==> config.mk <==
export PLATFORM = sky130hd
export DESIGN_NAME = lcd_sequencer
export DESIGN_NICKNAME = d
export VERILOG_FILES = /design/src/rtl/lcd_sequencer.sv
export SDC_FILE = /design/constraint.sdc
export NUM_CORES = 1
export LEC_CHECK = 0
export CELL_PAD_IN_SITES_DETAIL_PLACEMENT = 1
export CELL_PAD_IN_SITES_GLOBAL_PLACEMENT = 2
export CORE_MARGIN = 1.5
export CORE_UTILIZATION = 40
export CTS_BUF_LIST = sky130_fd_sc_hd__clkbuf_4
export DETAILED_ROUTE_END_ITERATION = 8
export HOLD_SLACK_MARGIN = 0.02
export PLACE_DENSITY = 0.82
export SLEW_MARGIN = 10
export SYNTH_ARGS = -nofsm -noshare
export SYNTH_HDL_FRONTEND = slang
export SYNTH_SLANG_ARGS = --single-unit
==> constraint.sdc <==
create_clock -name clock -period 5.05 [get_ports clock]
set_clock_uncertainty 0.05 [all_clocks]
set_input_delay 1.2625 -clock clock [delete_from_list [all_inputs] [get_ports clock]]
set_output_delay 1.2625 -clock clock [all_outputs]
set_load 0.01 [all_outputs]
==> images/clock_wires.png <==
Bar = 20 um.
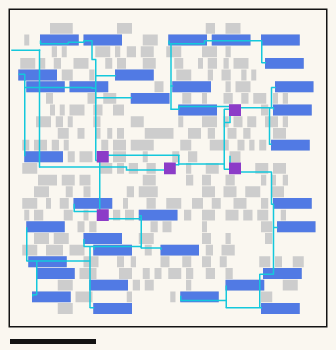
- cyan: clock wires (length 474 um)
- blue: flip-flops (count 34)
- purple: clock-net drivers (count 5)
- flops lie: widely spread
- routed clock nets: 6
portion of total power attributed to the clock network: 0.294
power attributed to the clock group: 0.000149 W
clock latency on the worst-skew pair: 0.33 ns

==> images/pinout.png <==
Pins as bars across the die edge, other pins in grey.
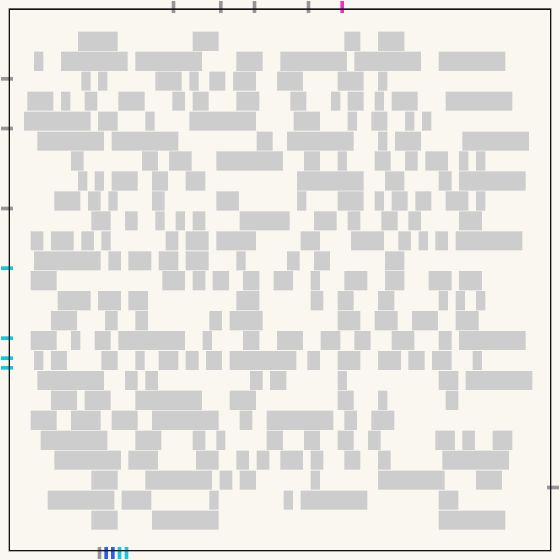
- blue: page_sel (pins 2; direction input; edge bottom)
- magenta: abort (pins 1; direction input; edge top)
- cyan: rom_address (pins 6; direction output; edge 4 left, 2 bottom)
IO buf count: 17
height of the die: 73.64 um
die x size: 73.64 um

==> images/m3.png <==
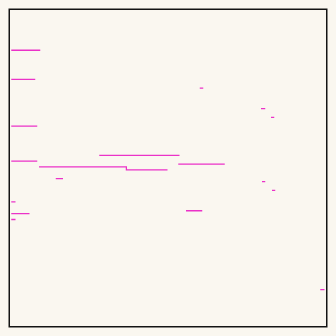
- main direction: horizontal
- nets with wire on the layer: 13
- longest straight run: 20.2 um
- share of all routed wire: 1.8%
- wire length on this layer: 95.0 um
via count: 1691
met3 routing resource usage after global routing: 0.04527
Post-Route WL: 5146 um

==> images/util_map.png <==
The die is cut into 7 by 7 equal tiles; white is low, dark blue is high, 0 to 100% covered.
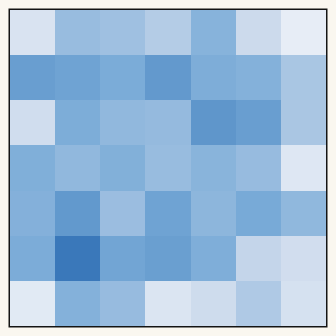
- fullest tile: 71%
- emptiest ninth of the die: bottom right
- mean over tiles: 40%
core utilization at floorplan: 0.4197
Layout Utilization: 0.4761
total core area: 0.004755 sq mm

==> ci_impl_report.md <==
## Implementation flow summary

| Metric | Value |
|---|---|
| Clk slew on worst S/H paths | 0.12 ns |
| Placement Cell Area | 0.002210 sq mm |
| Path type of the worst min-delay path | flip-flop to flip-flop |
| Remaining design rule violation count | 0 |
| CP Launch Type | input port |
| Setup repair after global routing missed its margin | no |
| Final routed wire length divided by cell count | 17.33 um |
| Io pins | 18 |
| GPL Wtd Cong | 0.8141 |
| Minimum clock period after layout | 3.195 ns |
| Share of synthesized area occupied by flip-flops and latches | 0.4263 |
| Multi-input gate count | 167 |
| Number of inserted filler cells in the final layout | 560 |
| Seq power | 0.000288 W |
| Switching portion of total power | 0.2806 |
| Buffers from clock root to sink, at most | 2 |
| Slowest library cell on the worst path | sky130_fd_sc_hd__clkdlybuf4s50_1 |
| Biggest area contributors in the synthesized netlist | sky130_fd_sc_hd__dfrtp_1 (43%), sky130_fd_sc_hd__nand2_1 (3.6%), sky130_fd_sc_hd__nor2_1 (3.6%) |
| Total congestion overflow after global routing | 0 |
| Seq_cells | 34 |
| Non-clock inverter count | 3 |
| Synth flops | 34 |
| Main power-consuming group | sequential cells |
| Top cell type by total area after synthesis | sky130_fd_sc_hd__dfrtp_1 |
| Gate count of the mapped netlist | 212 |
| Max-Slew Margin vs Limit | 0.4763 |
| Most Frequent Cell on Critical Path | sky130_fd_sc_hd__nor3_1 |
| Cell depth of the worst setup path | 5 |
| TritonCTS Sinks | 34 |
| Critical path required time | 5.26 ns |
| Pin count of the biggest net entering global routing | 35 |
| Chip footprint | 0.005422 sq mm |
| Number of core rows | 25 |
| Max frequency | 312.9 MHz |
| Total clock buffers created by CTS | 5 |
| Placed wire-length estimate | 3752 um |
| Minimum setup slack among reg-to-reg paths | 2.81 ns |
| Hold-critical path depth | 1 |
| Data arrival time at the worst-slack endpoint | 3.40 ns |
| Synthesized area per cell | 9.414 sq um |
| Static Leak | 0.9203 nW |
| Total Routing Usage GR | 0.2061 |
| Final Instance Area | 0.002263 sq mm |
| Total number of H-tree levels | 2 |
| Mapped Area | 0.001996 sq mm |
| Number of pins with negative max-slew slack in the final report | 0 |
| NumNets Final | 239 |
| Internal | 0.0003648 W |
| Post-synthesis async set-or-reset flop share | 1.000 |
| Count of buffers not belonging to the clock network in the layout | 18 |
| Logic pwr share | 0.137 |
| Cts hold-fix bufs | 0 |
| CTS tree | yes |
| First-pass GRT wire length | 8459 um |
| Remaining number of nets flagged by the antenna check after routing | 0 |
| Root Buffer Master | sky130_fd_sc_hd__clkbuf_4 |
| Buffer share of cell area | 0.07850 |
| Run status | complete, no violations |
| Logic area | 0.001086 sq mm |
| Share of the cycle needed by the critical path after routing | 0.6328 |
| Count of instantiated cells in the yosys netlist | 212 |
| Cell class contributing the biggest share of worst-path delay | simple AND/OR/NAND/NOR gates |
| Stage delay of the slowest cell on the critical path | 0.81 ns |
| Register Area | 850.8 sq um |
| Area grow syn2layout | 13.42% |
| Most frequent standard cell in the layout excluding fill and tap cells | sky130_fd_sc_hd__dfrtp_1 |
| Ratio of cells with drive above 1 in the final layout | 0.09130 |
| Category of the most critical setup path | input port to flip-flop |
| Crit Path Max Fanout | 23 |
| Compound-Gate Fraction of Synth Area | 0.1147 |
| Worst IR drop on VDD | 0.1164 mV |
| Kind of end point of the critical path | flip-flop |
| Clock network share of area | 0.02377 |
| Net count after synthesis | 222 |
| Simple share | 0.3223 |
| Power per unit of standard cell area | 224.1 mW/mm^2 |
| Portion of synthesized cell area occupied by the leading cell type | 0.4263 |
| Fraction of area in multi-input gates | 0.4798 |
| NetSw | 0.0001423 W |
| CP cell instances | clkdlybuf4s50_1, nor3_1, nor3_1, nand3_1, mux2i_1 |
-- metal layers --
layer	vias to the layer above	track usage	wire length [um]
met3	8	0.04527	94
met5	-	0	0
met2	20	0.3514	2555
li1	810	-	-
met1	853	0.2517	2406
met4	0	0.08230	89
-- through the flow --
stage	worst slack (ns)	std cells	total power (W)	hold WS, ns
after floorplan	2.465	212	0.0003319	0.4214
after global placement	1.614	289	0.0003599	0.4383
after detailed placement	1.465	289	0.0003641	0.4630
after CTS	1.846	297	0.0005135	0.4898
after global routing	1.635	297	0.0005325	0.5173
final	1.855	297	0.0005071	0.4854
-- cells in the mapped netlist, drive strengths merged (5+ instances only) --
cell type and number:
nor3 6, nor4b 6, and3 6, nand2 19, and2 6, a21oi 13, nand3 12, xnor2 8
or3 9, dfrtp 34, o21ai 10, mux2i 6, nor2 19, buf 5
Power is estimated from default activity; no workload was simulated.
